[config.mk]
export PLATFORM = sky130hd
export DESIGN_NAME = line_buffer_window_gen_flat
export DESIGN_NICKNAME = d
export VERILOG_FILES = /design/src/rtl/line_buffer_window_gen_if.sv /design/src/rtl/line_buffer_window_gen.sv /design/src/flat_wrapper.sv
export SDC_FILE = /design/constraint.sdc
export NUM_CORES = 1
export LEC_CHECK = 0
export CAP_MARGIN = 30
export CORE_ASPECT_RATIO = 1.2
export CORE_MARGIN = 3
export CORE_UTILIZATION = 56
export CTS_CLUSTER_SIZE = 14
export DETAILED_ROUTE_END_ITERATION = 8
export PLACE_DENSITY = 0.83
export SETUP_SLACK_MARGIN = 0.4
export SLEW_MARGIN = 15
export SYNTH_ARGS = -nofsm -noshare
export SYNTH_HDL_FRONTEND = slang
export SYNTH_SLANG_ARGS = --single-unit
[constraint.sdc]
create_clock -name clk -period 14.7 [get_ports clk]
set_clock_uncertainty 0.1 [all_clocks]
set_input_delay 2.94 -clock clk [delete_from_list [all_inputs] [get_ports clk]]
set_output_delay 2.94 -clock clk [all_outputs]
set_load 0.01 [all_outputs]
[src/rtl/line_buffer_window_gen_if.sv]
// Valid/ready bundle for line_buffer_window_gen: pixel input side and window output side.
// Defining LBW_COORD_EN adds the window top-left coordinate signals.
interface line_buffer_window_gen_if #(
  parameter int unsigned PW = 8,
  parameter int unsigned WW = 200
`ifdef LBW_COORD_EN
  ,
  parameter int unsigned XW = 5,
  parameter int unsigned YW = 5
`endif
);
  logic          i_sof;
  logic          i_valid;
  logic [PW-1:0] i_pixel;
  logic          o_ready;
  logic          o_win_valid;
  logic          i_win_ready;
  logic [WW-1:0] o_window;
  logic          o_frame_done;
`ifdef LBW_COORD_EN
  logic [XW-1:0] o_win_x;
  logic [YW-1:0] o_win_y;
`endif

  modport slave (
    input  i_sof, i_valid, i_pixel, i_win_ready,
    output o_ready, o_win_valid, o_window, o_frame_done
`ifdef LBW_COORD_EN
    , output o_win_x, o_win_y
`endif
  );

  modport master (
    output i_sof, i_valid, i_pixel, i_win_ready,
    input  o_ready, o_win_valid, o_window, o_frame_done
`ifdef LBW_COORD_EN
    , input o_win_x, o_win_y
`endif
  );
endinterface

[src/rtl/line_buffer_window_gen.sv]
// Streaming KX x KY sliding-window generator over raster pixels, KY-1 line buffer, strided output.
// Optional macro LBW_COORD_EN adds o_win_x/o_win_y (top-left coordinate of the held window).
module line_buffer_window_gen #(
  parameter int unsigned I_F_BW = 8,
  parameter int unsigned CI     = 1,
  parameter int unsigned KX     = 5,
  parameter int unsigned KY     = 5,
  parameter int unsigned IX     = 28,
  parameter int unsigned IY     = 28,
  parameter int unsigned STRIDE = 1
) (
  input  logic                    clk,
  input  logic                    reset,
  line_buffer_window_gen_if.slave bus
);
  localparam int unsigned PW       = CI * I_F_BW;
  localparam int unsigned LW       = (KY - 1) * PW;
  localparam int unsigned WW       = KX * KY * PW;
  localparam int unsigned CW       = $clog2(IX);
  localparam int unsigned RW       = $clog2(IY);
  localparam int unsigned LAST_COL = (KX - 1) + ((IX - KX) / STRIDE) * STRIDE;
  localparam int unsigned LAST_ROW = (KY - 1) + ((IY - KY) / STRIDE) * STRIDE;

  logic [LW-1:0]   r_lb [IX];
  logic [CW-1:0]   r_col;
  logic [RW-1:0]   r_row;
  logic [WW-1:0]   r_shift;
  logic [WW-1:0]   r_window;
  logic            r_win_valid;
  logic            r_win_last;

  logic            w_accept;
  logic            w_emit;
  logic            w_last;
  logic            w_win_valid_nxt;
  logic [CW-1:0]   w_col;
  logic [CW-1:0]   w_col_nxt;
  logic [CW-1:0]   w_col_off;
  logic [RW-1:0]   w_row;
  logic [RW-1:0]   w_row_nxt;
  logic [RW-1:0]   w_row_off;
  logic [LW-1:0]   w_lb_rd;
  logic [LW-1:0]   w_lb_wr;
  logic [KY*PW-1:0] w_column;
  logic [WW-1:0]   w_shift_nxt;

  // Input is only stalled while an unaccepted window is held.
  assign bus.o_ready      = !r_win_valid || bus.i_win_ready;
  assign bus.o_win_valid  = r_win_valid;
  assign bus.o_window     = r_window;
  assign bus.o_frame_done = r_win_valid && bus.i_win_ready && r_win_last;

  assign w_accept = bus.i_valid && bus.o_ready;

  // A start-of-frame pixel is placed at (0,0) regardless of the running counters.
  assign w_col = bus.i_sof ? '0 : r_col;
  assign w_row = bus.i_sof ? '0 : r_row;

  assign w_lb_rd = r_lb[w_col];
  assign w_lb_wr = w_column[KY*PW-1:PW];

  always_comb begin
    w_column = '0;
    for (int unsigned ky = 0; ky < KY - 1; ky++) begin
      w_column[ky*PW +: PW] = w_lb_rd[ky*PW +: PW];
    end
    w_column[(KY-1)*PW +: PW] = bus.i_pixel;
  end

  // Window shift register moves one column left; the new column enters at kx = KX-1.
  always_comb begin
    w_shift_nxt = r_shift;
    for (int unsigned ky = 0; ky < KY; ky++) begin
      for (int unsigned kx = 0; kx < KX - 1; kx++) begin
        w_shift_nxt[(ky*KX+kx)*PW +: PW] = r_shift[(ky*KX+kx+1)*PW +: PW];
      end
      w_shift_nxt[(ky*KX+KX-1)*PW +: PW] = w_column[ky*PW +: PW];
    end
  end

  assign w_col_off = w_col - CW'(KX - 1);
  assign w_row_off = w_row - RW'(KY - 1);
  assign w_emit    = (w_col >= CW'(KX - 1)) && (w_row >= RW'(KY - 1)) &&
                     ((w_col_off % CW'(STRIDE)) == '0) &&
                     ((w_row_off % RW'(STRIDE)) == '0);
  assign w_last    = (w_col == CW'(LAST_COL)) && (w_row == RW'(LAST_ROW));

  always_comb begin
    w_col_nxt = w_col + 1'b1;
    w_row_nxt = w_row;
    if (w_col == CW'(IX - 1)) begin
      w_col_nxt = '0;
      w_row_nxt = (w_row == RW'(IY - 1)) ? '0 : w_row + 1'b1;
    end
  end

  // A window loaded in the same cycle as an accept wins over the clear.
  always_comb begin
    w_win_valid_nxt = r_win_valid;
    if (bus.i_win_ready) begin
      w_win_valid_nxt = 1'b0;
    end
    if (w_accept && w_emit) begin
      w_win_valid_nxt = 1'b1;
    end
  end

  always_ff @(posedge clk) begin
    if (reset) begin
      r_col       <= '0;
      r_row       <= '0;
      r_win_valid <= 1'b0;
      r_win_last  <= 1'b0;
      r_window    <= '0;
    end else begin
      r_win_valid <= w_win_valid_nxt;
      if (w_accept) begin
        r_col <= w_col_nxt;
        r_row <= w_row_nxt;
      end
      if (w_accept && w_emit) begin
        r_window   <= w_shift_nxt;
        r_win_last <= w_last;
      end
    end
  end

  always_ff @(posedge clk) begin
    if (w_accept) begin
      r_shift     <= w_shift_nxt;
      r_lb[w_col] <= w_lb_wr;
    end
  end

`ifdef LBW_COORD_EN
  logic [CW-1:0] r_win_x;
  logic [RW-1:0] r_win_y;

  assign bus.o_win_x = r_win_x;
  assign bus.o_win_y = r_win_y;

  always_ff @(posedge clk) begin
    if (reset) begin
      r_win_x <= '0;
      r_win_y <= '0;
    end else if (w_accept && w_emit) begin
      r_win_x <= w_col_off;
      r_win_y <= w_row_off;
    end
  end
`endif
endmodule

[src/flat_wrapper.sv]
// flat-port wrapper written by rule: the top's interface ports become plain ports
module line_buffer_window_gen_flat 
#(
  parameter int unsigned I_F_BW = 8,
  parameter int unsigned CI     = 1,
  parameter int unsigned KX     = 5,
  parameter int unsigned KY     = 5,
  parameter int unsigned IX     = 28,
  parameter int unsigned IY     = 28,
  parameter int unsigned STRIDE = 1
)
  (clk, reset, bus_i_sof, bus_i_valid, bus_i_pixel, bus_i_win_ready, bus_o_ready, bus_o_win_valid, bus_o_window, bus_o_frame_done);
  line_buffer_window_gen_if #(.PW(8), .WW(200)) bus_i ();
  input  logic clk;
  input  logic reset;
  input wire logic [$bits(bus_i.i_sof)-1:0] bus_i_sof;
  input wire logic [$bits(bus_i.i_valid)-1:0] bus_i_valid;
  input wire logic [$bits(bus_i.i_pixel)-1:0] bus_i_pixel;
  input wire logic [$bits(bus_i.i_win_ready)-1:0] bus_i_win_ready;
  output wire logic [$bits(bus_i.o_ready)-1:0] bus_o_ready;
  output wire logic [$bits(bus_i.o_win_valid)-1:0] bus_o_win_valid;
  output wire logic [$bits(bus_i.o_window)-1:0] bus_o_window;
  output wire logic [$bits(bus_i.o_frame_done)-1:0] bus_o_frame_done;
  assign bus_i.i_sof = bus_i_sof;
  assign bus_i.i_valid = bus_i_valid;
  assign bus_i.i_pixel = bus_i_pixel;
  assign bus_i.i_win_ready = bus_i_win_ready;
  assign bus_o_ready = bus_i.o_ready;
  assign bus_o_win_valid = bus_i.o_win_valid;
  assign bus_o_window = bus_i.o_window;
  assign bus_o_frame_done = bus_i.o_frame_done;
  line_buffer_window_gen #(.I_F_BW(I_F_BW), .CI(CI), .KX(KX), .KY(KY), .IX(IX), .IY(IY), .STRIDE(STRIDE)) u_core (.clk(clk), .reset(reset), .bus(bus_i));
endmodule
==> run_1/congestion_map.png <==
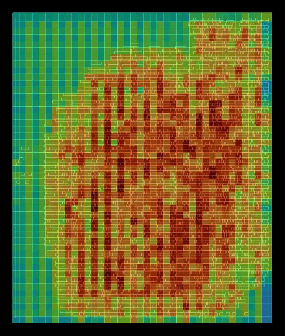
wire per inst: 27.4 um
met2 usage: 44.7%
global routing's busiest layer: met2

==> run_1/ff_map.png <==
The bar under the picture is 100 um long.
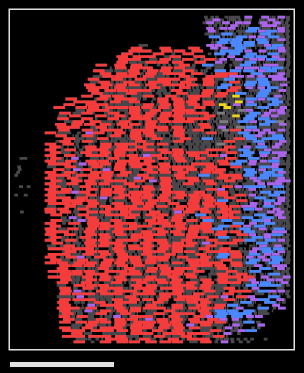
- u_core.r_shift: blue (flops 160; where a column on the right)
- u_core.r_lb: red (flops 896)
- u_core.r_row: yellow (flops 5; where upper right)
- u_core.bus.o_window: purple (flops 200)
- not colored: 7

==> run_1/m2.png <==
The bar under the picture is 100 um long.
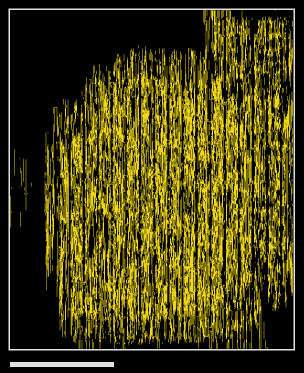
- wire length on this layer: 60.2 mm
- nets with wire on the layer: 2,923
- longest straight run: 114 um
- share of all routed wire: 48%
WL final: 125,000 um
routed via count: 29,700

==> run_1/gates.png <==
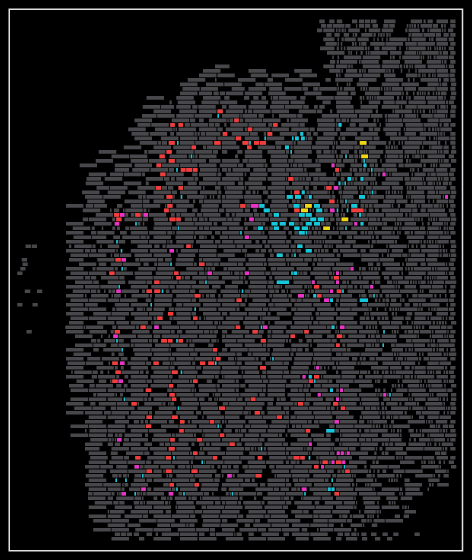
- fa/ha/maj cells: yellow (cells 6; most used ha_1)
- nor cells: cyan (cells 115; most used nor2_1)
- non-inverting ao/oa cells: red (cells 127; most used o22a_1)
- and/or cells: magenta (cells 52; most used and4_1)
Commonest Layout Cell: edfxtp_1
non-filler cells in the finished layout: 4,567
combinational share of cell area: 20.2%

==> notes.md, run 1 <==
run metrics: Top Layout Cells edfxtp_1, nand2_1, mux2i_1, post-synth top area share 66.2%, PostCTS Resize Cnt 0, Worst VDD drop 107 uV, grt ovf 0, Post-Syn Nets 3,160, Final nets 3,367, fin util 65.5%, WS Path Type in -> out, WHS 335 ps, post-DP HPWL 69,900 um, Netlist Area Pre-Place 0.0479 mm2, row cnt 116, Distinct cells, synth 62, crit path DAT 4300 ps, YS chip area 0.0479 mm2, die height 326 um, CP Launch Type primary input, vias in the first global route 29,300, Sink Count 1,268, cts bufs inserted 111, H-Tree Depth 3, root buf cell clkbuf_16, Max Slew Vio Count 0, FP Core Util 56.9%, IO buf count 215, Final Hold Violating Endpoints 0, clk_lat worst skew 710 ps, Psw 1540 uW, max capacitance violation total 0, switching part of the total 21.3%, Async SR Flop Fraction 0%, outcome complete, no violations, first-pass GRT wire length 184,000 um, Max clock buf depth 3, Worst-Margin Slew 1000 ps, register share after synthesis 75.0%, total tool warning count 36, Int Power 5690 uW, gr usage total 27.5%, CTS tree built, Core Box Area 0.0842 mm2, Syn. warnings 0, syn avg cell area 15.3 um2, hold_buf cts 0, Fmax 136 MHz, CP max FO 4, Setup WS post-layout 7360 ps, worst path required time 11,660 ps, Post CTS Setup Buffer Count 0, RSZ-0062 raised after global routing false, Post-synth top flop edfxtp_1, largest net degree at the start of global routing 127, number of fill cells 5,378, Flop pwr share 55.6%, fin crit share 49.9%, cell taking the most area after synthesis edfxtp_1, Die Size 0.0891 mm2, LEAKAGE 0.0175 uW, Final ANT Viol Nets 0, DR vias/cell 6.49, pwr dens 131 mW/mm2, I/O pin cnt 216, Comb pwr share 4.7%, number of enable flip-flop cells 1,056, Layout area overhead 15.0%, share of layout cells above drive strength 1 10.8%, # DRC 0, flops & latches, synth 1,268
run 1: power groups by stage:
stage | clock network, uW | registers, uW | logic (uW)
floorplan | 0 | 4080 | 207
global placement | 0 | 4090 | 305
detailed placement | 0 | 4090 | 323
CTS | 2890 | 4020 | 326
global route | 3020 | 4020 | 354
finish | 2870 | 4020 | 340
run 1: per-stage QoR:
step,total power [uW],instance area [um2]
2_1_floorplan,4290,47900
3_3_place_gp,4400,51200
3_5_place_dp,4410,51400
4_1_cts,7230,55000
5_1_grt,7390,55100
6_report,7230,55100
run 1: cell usage after synthesis (9+ instances only):
cell type	number
a221o_1	45
buf_2	50
nand2_1	480
edfxtp_1	1056
and3_1	15
buf_1	10
nor3_1	9
o21ai_0	49
nand2b_1	24
buf_4	21
nand4_1	23
buf_6	13
mux4_2	29
and4_1	24
a211oi_1	20
a21oi_2	13
nand3b_1	21
a21oi_1	238
nor2_1	84
nor2b_1	11
o22a_1	48
mux2i_1	242
nand3_1	15
clkbuf_1	118
o2111a_1	21
o211ai_1	21
a211oi_2	23
dfxtp_1	212
o22ai_1	110
run 1: layer usage:
metal  share of wire [%]  wire (um)  track usage (%)  up-vias
met2                  48      60200             44.7     2123
met1                  35      43500             34.6    14600
met4                 5.8       7260             15.1        0
met5                   0          0                0        -
met3                  11      14300             5.99      440
li1                    -          -                -    12500
run 1: worst paths after layout:
check | endpoint | from | cells after the start | slack [ps]
max | bus_o_ready | bus_i_win_ready | 3 | 7360
min reg2reg | u_core.r_shift[101]$_DFFE_PP_ | u_core.r_shift[109]$_DFFE_PP_ | 0 | 340
min | u_core.r_shift[101]$_DFFE_PP_ | u_core.r_shift[109]$_DFFE_PP_ | 0 | 340
max reg2reg | u_core.bus.o_window[35]$_SDFFE_PP0P_ | u_core.r_col[2]$_SDFFE_PP0P_ | 8 | 9480
run 1: logic make-up after synthesis:
family	share of synthesized area, %
simple gates	6.87
flops	75.0
buf+inv	2.24
xor+xnor	0.0183
compound gates	9.17
mux	6.51
fa+ha+maj	0.157
run 1: worst max-delay path: stages:
cell and delay [ps]:
clkdlybuf4s50_1 480, nand2b_1 220, clkdlybuf4s50_1 660
run 1: flip-flops by register name, indices dropped and copies added, names as in the netlist:
register and count:
u_core.r_lb 896, u_core.r_win_last 1, u_core.bus.o_window 200, u_core.r_row 5, u_core.bus.o_win_valid 1, u_core.r_shift 160, u_core.r_col 5
run 1: final cells by class:
cell class	instances	area, um2	area share, %
antenna	3	7.51	0.0136
clock buffer	172	3240	5.88
clock inverter	36	353	0.640
inverter	10	45.0	0.0817
multi-input combinational	1651	11100	20.2
sequential	1268	36000	65.3
tap	1121	1400	2.55
timing repair buffer	306	2980	5.40
## Run 2: what changed since run 1
--- a/config.mk
+++ b/config.mk
@@ -8,7 +8,7 @@
 export CAP_MARGIN = 30
 export CORE_ASPECT_RATIO = 1.2
 export CORE_MARGIN = 3
-export CORE_UTILIZATION = 56
+export CORE_UTILIZATION = 54
 export CTS_CLUSTER_SIZE = 14
 export DETAILED_ROUTE_END_ITERATION = 8
 export PLACE_DENSITY = 0.83
==> constraint.sdc (replaced) <==
create_clock -name clk -period 6.3 [get_ports clk]
set_clock_uncertainty 0.1 [all_clocks]
set_input_delay 1.26 -clock clk [delete_from_list [all_inputs] [get_ports clk]]
set_output_delay 1.26 -clock clk [all_outputs]
set_load 0.01 [all_outputs]
==> run_2/congestion_map.png <==
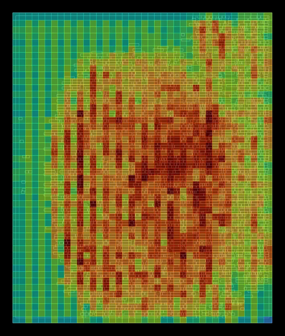
fin util: 63.1%
wire per inst: 27.3 um
met3 GRT Util: 5.17%
gr usage total: 26.6%

==> run_2/m2.png <==
The bar under the picture is 100 um long.
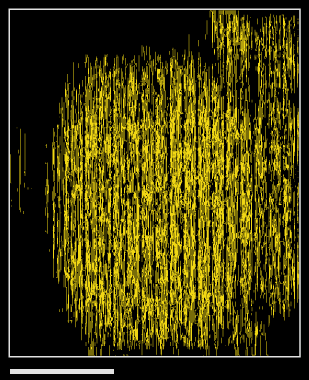
- wire length on this layer: 60.3 mm
- share of all routed wire: 48%
- main direction: vertical
- nets with wire on the layer: 2,900
- longest straight run: 117 um

==> notes.md, run 2 <==
run metrics: Fmax 234 MHz, Largest cells by area edfxtp_1, dfxtp_1, mux2i_1, Sink Count 1,268 (unchanged), Distinct cells, synth 62 (unchanged), Syn. warnings 0 (unchanged), minimum clock period 4280 ps, Worst Setup SP u_core.r_col[0]$_SDFFE_PP0P_, CP peak stage delay 860 ps (+200 ps), Largest Register u_core.r_lb, pwr dens 304 mW/mm2 (+130%), clk_lat worst skew 700 ps (about the same), Mapped Cells 3,141, relative slew slack 25.7%, DIE WIDTH 278 um, Core Box Area 0.0878 mm2 (+4.4%), die height 332 um (+1.8%), LEAKAGE 0.0176 uW (+0.38%), crit path DAT 4530 ps (+230 ps), GP Congestion 0.874, max capacitance violation total 0 (unchanged), Async SR Flop Fraction 0% (unchanged), share of layout cells above drive strength 1 10.9% (+0.069 points), hold_buf cts 0 (unchanged), RSZ-0062 raised after global routing false, number of fill cells 5,859 (+8.9%), FP Core Util 54.5% (-2.4 points), max reg flops 896 (unchanged), ys cells 3,141, vias in the first global route 29,100 (-0.55%), Worst setup endpoint u_core.r_lb[19][26]$_DFFE_PP_, WL final 126,000 um (+0.39%), Top Layout Cells edfxtp_1, nand2_1, mux2i_1, Commonest Layout Cell edfxtp_1, slowest CP cell dfxtp_4, first-pass GRT wire length 184,000 um (+0.27%), Reg2Reg Setup Slack 2020 ps (-7460 ps), Final nets 3,381 (+0.42%), CP Capture Type flop, CP Launch Type flop, row cnt 119 (+2.6%), Sum Neg Setup Slack 0 ps, IO buf count 215 (unchanged), Clk pin slew, worst setup/hold paths 60 ps, # DRC 0 (unchanged), grt ovf 0 (unchanged), Worst-Margin Slew 1110 ps (+109 ps), Worst VDD drop 240 uV (+120%), I/O pin cnt 216 (unchanged), cell taking the most area after synthesis edfxtp_1, post-synth top area share 66.2% (unchanged), Netlist Area Pre-Place 0.0479 mm2 (unchanged), Max Slew Vio Count 0 (unchanged), CP max FO 41 (+37), DRT Pass-1 Iters 6, syn avg cell area 15.3 um2 (unchanged), WS Path Type reg -> reg, post-DP HPWL 72,600 um (+3.8%), worst path required time 6550 ps (-5110 ps), total tool warning count 41 (+14%), PostCTS Resize Cnt 0 (unchanged), Final Hold Violating Endpoints 0 (unchanged), CP Cell Sequence nand2b_4, inv_2, ha_1, nand3_1, nor2_4, buf_4, cts bufs inserted 113 (+1.8%), CTS tree built, Final ANT Viol Nets 0 (unchanged), routed via count 29,600 (-0.33%), number of DRC markers in iteration 0 3,810, Post-Syn Nets 3,160 (unchanged), Post CTS Setup Buffer Count 0 (unchanged), outcome complete, no violations, top cells by count, synth edfxtp_1, nand2_1, mux2i_1, Die Size 0.0924 mm2 (+3.6%), setup violators final 0, initial antenna violation count 4, H-Tree Depth 3 (unchanged), Setup WS post-layout 2020 ps (-5340 ps), Layout area overhead 15.6%, number of enable flip-flop cells 1,056 (unchanged), DP Worst Slack 1490 ps, FF-to-FF Start u_core.r_col[0]$_SDFFE_PP0P_, largest net degree at the start of global routing 172 (+35%), Hold Crit Depth 0 (unchanged), flops & latches, synth 1,268 (unchanged), fin crit share 68.0%, register share after synthesis 75.0% (unchanged), reg-to-reg critical path endpoint u_core.r_lb[19][26]$_DFFE_PP_, root buf cell clkbuf_16, Yosys top cell by instances edfxtp_1, Post-synth top flop edfxtp_1, Max clock buf depth 3 (unchanged), worst reg2reg path depth 6 (-2), DR vias/cell 6.41 (-1.2%), YS chip area 0.0479 mm2 (unchanged), Hold WC Path Type reg -> reg
==> run_2/ff_map.png <==
The bar under the picture is 100 um long.
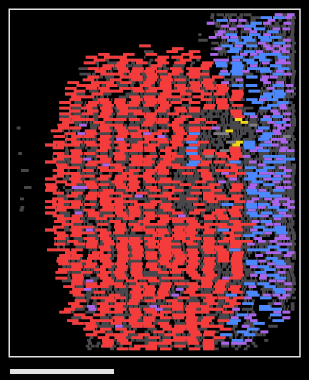
- u_core.r_row: yellow (flops 5)
- u_core.r_shift: blue (flops 160; where a column on the right)
- u_core.r_lb: red (flops 896)
- u_core.bus.o_window: purple (flops 200)
- not colored: 7

==> run 2: power breakdown <==
part	switching (uW)	internal [uW]	leakage, uW
combinational	570	230	0.00444
sequential	67.2	9290	0.0114
clock	2940	3720	0.00174
total	3580	13200	0.0176
==> run 2: per-stage QoR <==
step	hold WS (ps)	instances	area, um2	total power [uW]
2_1_floorplan	326	3141	47900	9990
3_3_place_gp	328	4387	51700	10300
3_5_place_dp	332	4395	51800	10300
4_1_cts	334	4606	55400	16800
5_1_grt	353	4607	55400	17200
6_report	343	4608	55400	16800
==> run 2: layer usage <==
metal | vias up | GRT usage [%] | wire length [um]
met5 | - | 0 | 0
li1 | 12500 | - | -
met1 | 14500 | 33.5 | 44000
met3 | 417 | 5.17 | 13900
met2 | 2133 | 43.3 | 60300
met4 | 0 | 15.4 | 7540
==> run 2: critical path: cells and delay by family (launching register included) <==
kind / cells / cell delay [ps]
adders and majority gates: 1 / 320
DFF: 1 / 860
buffers and inverters: 2 / 880
and+or+nand+nor: 3 / 1720
==> run 2: logic make-up (layout without fill, tap and decap cells) <==
| logic type | count (synthesis) | in the layout | share of synthesized area (%) |
|---|---|---|---|
| muxes | 275 | 275 | 6.51 |
| other | 0 | 1 | 0 |
| DFF | 1268 | 1268 | 75.0 |
| xor gates and xnor gates | 1 | 1 | 0.0183 |
| adders and majority gates | 6 | 6 | 0.157 |
| buffers and inverters | 222 | 539 | 2.24 |
| and+or+nand+nor | 732 | 732 | 6.87 |
| AOI/OAI and AO/OA | 637 | 637 | 9.17 |
==> run 2: cell type report <==
type	count	area (um2)	share of cell area (%)
Sequential cell	1268	36000	64.9
Multi-Input combinational cell	1651	11100	20.1
Timing Repair Buffer	318	3210	5.79
Clock buffer	166	3190	5.76
Tap cell	1149	1440	2.59
Clock inverter	45	405	0.732
Inverter	10	45.0	0.0813
Antenna cell	1	2.50	0.00452
==> run 2: how the worst min path moves through the flow <==
| stage | start | end | slack [ps] |
|---|---|---|---|
| floorplan | u_core.r_shift[108]$_DFFE_PP_ | u_core.r_shift[100]$_DFFE_PP_ | 330 |
| global placement | u_core.r_shift[32]$_DFFE_PP_ | u_core.r_shift[24]$_DFFE_PP_ | 330 |
| detailed placement | u_core.r_shift[67]$_DFFE_PP_ | u_core.r_shift[59]$_DFFE_PP_ | 330 |
| CTS | u_core.r_shift[30]$_DFFE_PP_ | u_core.r_shift[22]$_DFFE_PP_ | 330 |
| global route | u_core.r_shift[186]$_DFFE_PP_ | u_core.r_shift[178]$_DFFE_PP_ | 350 |
| finish | u_core.r_shift[30]$_DFFE_PP_ | u_core.r_shift[22]$_DFFE_PP_ | 340 |
Power figures rest on the tool's default switching activity, not on a simulated workload.
